==> config.mk <==
export PLATFORM = sky130hd
export DESIGN_NAME = fetch_unit
export DESIGN_NICKNAME = d
export VERILOG_FILES = /design/src/rtl/mccoy_pkg.sv /design/src/rtl/fetch_queue.sv /design/src/rtl/fetch_unit.sv
export SDC_FILE = /design/constraint.sdc
export NUM_CORES = 1
export LEC_CHECK = 0
export CORE_MARGIN = 3
export CORE_UTILIZATION = 55
export DETAILED_ROUTE_END_ITERATION = 10
export HOLD_SLACK_MARGIN = 0.08
export PLACE_DENSITY = 0.82
export SLEW_MARGIN = 20
export SYNTH_ARGS = -nofsm -noshare
export SYNTH_HDL_FRONTEND = slang
export SYNTH_SLANG_ARGS = --single-unit
export TNS_END_PERCENT = 5
==> constraint.sdc <==
create_clock -name clk -period 4.9 [get_ports clk]
set_input_delay 0.49 -clock clk [delete_from_list [all_inputs] [get_ports clk]]
set_output_delay 0.49 -clock clk [all_outputs]
set_load 0.05 [all_outputs]
Fig. 1: run 1, signal wires on met1
Supply wires on this layer in gray.
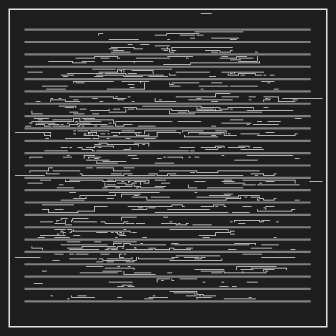
The layer carries 1830 µm of wire. The longest straight run is 20.2 µm. 200 nets have wire on it. The layer holds 44% of the routed length.
Post-Route WL: 4130 µm
routed vias: 1382
met1 GRT Util: 24.0%

Fig. 2: run 1, the metal 2 layer
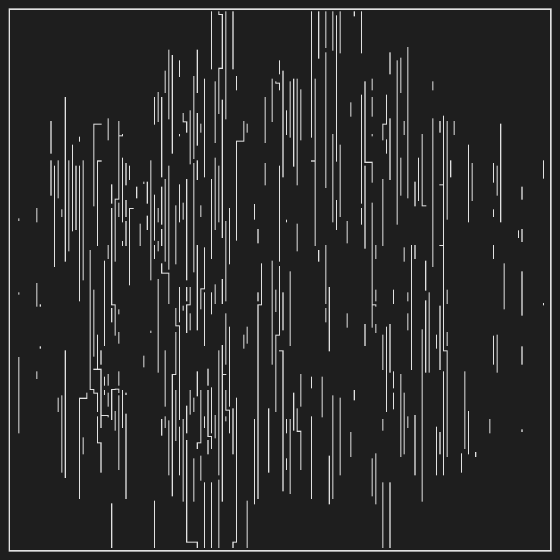
The layer carries 2000 µm of wire. 201 nets have wire on it. The wires run mostly vertical. The longest straight run is 30.3 µm. The layer holds 49% of the routed length.
GR Util met2: 29.7%

Fig. 3: run 1, signal wires on met3
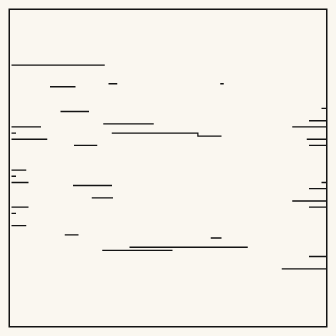
The layer carries 207 µm of wire. 28 nets have wire on it. The layer holds 5.0% of the routed length.
GR Layer Usage met3: 3.91%

Fig. 4: run 1, met4 routing
The bar under the picture is 20 µm long. Supply wires on this layer in gray. Cells faint in the background.
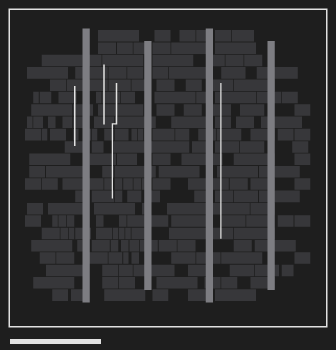
The layer holds 2.1% of the routed length. The longest straight run is 34.0 µm. 3 nets have wire on it.

==> deck_impl_summary.md, run 1 <==
Implementation Results

Placement
  • Placed Area: 0.00264 mm²
  • GPL Wtd Cong: 0.704

Worst setup path
  • Crit Path Class: input pin to flop
  • Critical-path cell list: clkdlybuf4s50_1 -> nand4bb_1 -> a2111oi_4 -> mux2_2
  • CP max stage delay: 1.06 ns
  • Crit-path max FO: 14
  • Flop-to-flop setup slack: 2.34 ns

STA
  • RSZ-0062 raised after global routing: false
  • Fmax: 356 MHz
  • Setup TNS: 0 ns
  • Final Hold Fails: 0
  • Slew headroom: 34.3%
  • Final Cycle Share: 57.3%

Synthesis
  • Synth logic family: multiplexers
  • Mapped cell area: 0.00223 mm²
  • Mapped Avg Cell Area: 13.9 µm²
  • Synth Flop Type: dfrtp_1
  • Number of enable flip-flop cells: 0
  • Distinct lib cells: 32
  • Post-synthesis register bit count: 46
  • Yosys aoi share: 7.20%
  • Asr flop ratio synth: 100%

Clocking
  • # resized after CTS: 0
  • Num CTS Buffers: 5
  • CTS Root Cell: clkbuf_8
  • H-tree lvl count: 2

Power
  • Gate power share: 53.8%

Finish
  • Share of cells above drive strength 1: 30.2%
  • Fin nets: 223

Job
  • Count of tool warnings: 27

Route
  • DR vias/cell: 5.53
  • DR WL/cell: 16.5 µm
  • Drt pass-1 iters: 4

Floorplanning
  • Die Size: 0.00485 mm²
  • Number of I/O pins: 42
  • FP Util: 59.0%

GRT
  • Initial antenna violation count: 0
  • GRT overflow: 0

Outcome
  • Status: completed

Hold path
  • Worst Hold Class: input pin to async pin
==> run 1: synth_stat cells, drive strengths merged (3+ instances only) <==
| cell type | number | area [µm²] |
|---|---|---|
| a21oi | 6 | 33.8 |
| buf | 5 | 42.5 |
| dfrtp | 46 | 1150 |
| ha | 3 | 37.5 |
| inv | 5 | 18.8 |
| mux2 | 48 | 616 |
| nand2 | 7 | 26.3 |
| nor2 | 7 | 26.3 |
| o21ai | 6 | 30.0 |
| xnor2 | 5 | 43.8 |
==> run 1: layout make-up <==
type                       count  area [µm²]  area share [%]
sequential                    46        1150            41.9
multi-input combinational    102        1010            36.9
timing repair buffer          41         408            14.9
clock buffer                   6        82.6            3.01
tap                           48        60.1            2.19
inverter                       5        18.8           0.683
clock inverter                 2        12.5           0.456
==> run 1: critical path: cells and delay by family <==
kind                   cells  cell delay [ns]
AND-OR/OR-AND              1             1.06
buffers and inverters      1             0.53
multiplexers               1             0.42
AND/OR/NAND/NOR            1             0.49
==> run 1: routing by layer <==
metal / global-route usage (%) / vias to the layer above / wire length, µm
li1: - / 646 / -
met1: 24.0 / 686 / 1830
met2: 29.7 / 40 / 2000
met3: 3.91 / 10 / 206
met4: 6.81 / 0 / 85
met5: 0 / - / 0
==> run 1: metrics by stage <==
| step | total power, mW | setup WS (ns) | utilization, % |
|---|---|---|---|
| floorplan | 1.43 | 2.87 | - |
| finish | 1.95 | 2.09 | 72.8 |
| CTS | 1.96 | 2.07 | 72.6 |
| global placement | 1.68 | 1.80 | 70.0 |
| global route | 2.06 | 1.90 | 72.8 |
| detailed placement | 1.72 | 1.76 | 70.0 |
==> run 1: cells in the final DEF (no fill, tap or decap), types with 2 or more instances in the layout <==
master	synthesis	routed
dfrtp_1	46	46
clkdlybuf4s50_1	0	40
mux2_2	28	28
mux2_4	20	20
nor2_1	7	7
nand2_1	7	7
o21ai_0	6	6
clkbuf_8	0	6
inv_1	5	5
a21oi_1	5	5
xnor2_1	5	5
ha_1	3	3
a21o_1	2	2
and3_1	2	2
nand3_1	2	2
==> run 1: power groups by stage <==
stage,Clock (mW),Combinational [mW],Sequential (mW)
final,0.243,1.05,0.657
after global routing,0.265,1.11,0.681
after CTS,0.250,1.06,0.658
after detailed placement,0,1.05,0.665
after global placement,0,1.03,0.650
after floorplan,0,0.512,0.916
==> run 1: kinds of logic (layout without fill, tap and decap cells) <==
kind of cell	count (synthesis)	in the layout
multiplexers	49	49
XOR/XNOR	6	6
flip-flops	46	46
AND/OR/NAND/NOR	24	24
buffers and inverters	12	54
adder cells (fa/ha/maj)	3	3
AND-OR/OR-AND	20	20
Fig. 5: run 1, clock wiring as the flow saved it
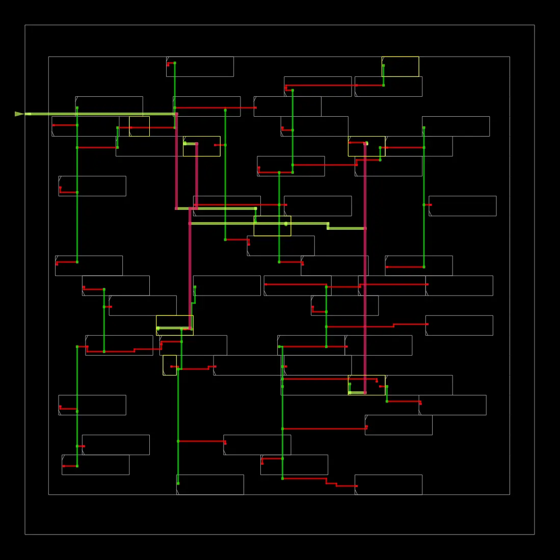

==> inputs of run 2 (changes only) <==
--- a/config.mk
+++ b/config.mk
@@ -6,10 +6,10 @@
 export NUM_CORES = 1
 export LEC_CHECK = 0
 export CORE_MARGIN = 3
-export CORE_UTILIZATION = 55
+export CORE_UTILIZATION = 46
 export DETAILED_ROUTE_END_ITERATION = 10
 export HOLD_SLACK_MARGIN = 0.08
-export PLACE_DENSITY = 0.82
+export PLACE_DENSITY = 0.73
 export SLEW_MARGIN = 20
 export SYNTH_ARGS = -nofsm -noshare
 export SYNTH_HDL_FRONTEND = slang
==> constraint.sdc (replaced) <==
create_clock -name clk -period 2.4 [get_ports clk]
set_input_delay 0.24 -clock clk [delete_from_list [all_inputs] [get_ports clk]]
set_output_delay 0.24 -clock clk [all_outputs]
set_load 0.05 [all_outputs]
Fig. 6: run 2, clock wiring as the flow saved it
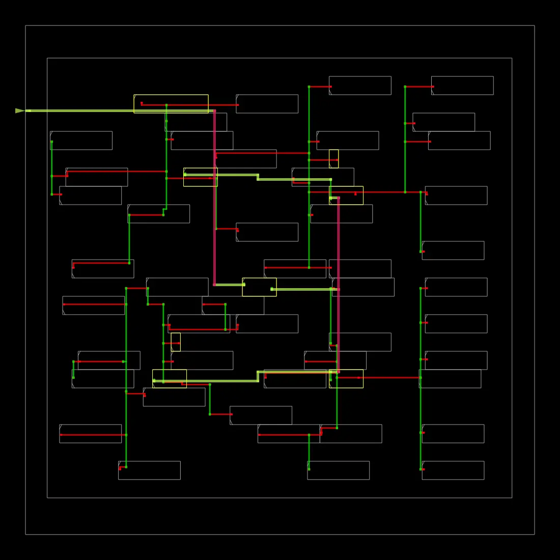
Worst-Skew Late Latency: 0.30 ns
clock buffers: 7
Power Clock: 567 µW
flip-flops: 46
CTS Sinks: 46

Fig. 7: run 2, signal wires on met1
Supply wires on this layer in gray.
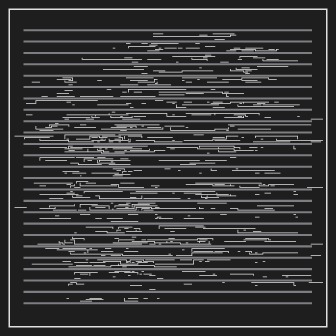
210 nets have wire on it. The layer holds 45% of the routed length.
met1 GRT Util: 22.8%
routed vias: 1416

==> deck_impl_summary.md, run 2 <==
Implementation Results

Finish
  • Most frequent cells in the layout: 46 x dfrtp_1, 40 x clkdlybuf4s50_1, 28 x mux2_2 (unchanged)

Floorplanning
  • Die Size: 0.00571 mm² (was 0.00485 mm²)
  • Number of I/O pins: 42 (unchanged)
  • FP Util: 49.4% (was 59.0%)

Synthesis
  • Asr flop ratio synth: 100% (unchanged)
  • Post-synth top area cell: dfrtp_1 (unchanged)
  • Mapped cell area: 0.00223 mm² (unchanged)
  • Synth Flop Type: dfrtp_1 (unchanged)
  • Area share, top type: 51.7% (unchanged)
  • Mapped Avg Cell Area: 13.9 µm² (unchanged)
  • Post-synthesis register bit count: 46 (unchanged)

STA
  • Setup TNS: 0 ns (unchanged)
  • Final Hold Fails: 0 (unchanged)

Power
  • Total power: 4.11 mW (was 1.95 mW)

Placement
  • GPL Wtd Cong: 0.798 (was 0.704)
  • Placed Area: 0.00273 mm² (was 0.00264 mm²)

Route
  • DR WL/cell: 16.4 µm (was 16.5 µm)
  • DR vias/cell: 5.36 (was 5.53)

Outcome
  • Status: completed (unchanged)

Clocking
  • CTS Root Cell: clkbuf_8 (unchanged)

Worst setup path
  • Flop-to-flop setup slack: 0.21 ns (was 2.34 ns)

Job
  • Count of tool warnings: 27 (unchanged)
## run 2: cell families (layout without fill, tap and decap cells)
logic type,count (synthesis),count (layout),share of synthesized area (%)
buf+inv,12,64,3.09
compound gates,20,20,7.20
fa+ha+maj,3,3,1.69
mux,49,49,28.1
flops,46,46,51.7
xor+xnor,6,6,2.36
simple gates,24,24,5.85
## run 2: repair_timing
action	CTS	global route
hold endpoints to repair	0	46
hold buffers	0	1
gates resized	0	0
buffers inserted	0	0
## run 2: report_power, final
group          leakage [nW]  internal (mW)  switching (mW)
combinational         0.634           1.03            1.18
sequential            0.581           1.10           0.247
clock                0.0524          0.312           0.255
total                  1.27           2.43            1.68
## run 2: per-stage QoR
step	utilization (%)	std cells
6_report	63.2	264
3_5_place_dp	60.5	255
4_1_cts	62.9	263
5_1_grt	63.2	264
2_1_floorplan	-	160
3_3_place_gp	60.5	255
## run 2: worst max-delay path: stages (launching register included)
cell	delay, ns
dfrtp_1	0.41
inv_1	0.08
ha_1	0.25
nand2b_1	0.30
a31oi_4	0.23
buf_12	0.18
mux2_2	0.35
mux2_2	0.27
## run 2: layout make-up
cell class / count / area [µm²] / area share [%]
clock inverter: 1 / 30.0 / 1.06
timing repair buffer: 51 / 498 / 17.5
tap: 52 / 65.1 / 2.29
multi-input combinational: 102 / 1010 / 35.4
sequential: 46 / 1150 / 40.5
clock buffer: 7 / 76.3 / 2.68
inverter: 5 / 18.8 / 0.660
## run 2: routing by layer
metal	vias up	routed length, µm	GRT usage [%]
li1	665	-	-
met2	31	2160	25.9
met5	-	0	0
met1	713	1940	22.8
met3	7	174	5.01
met4	0	64	5.63
No activity file was given, so power comes from the tool's default toggle rates.
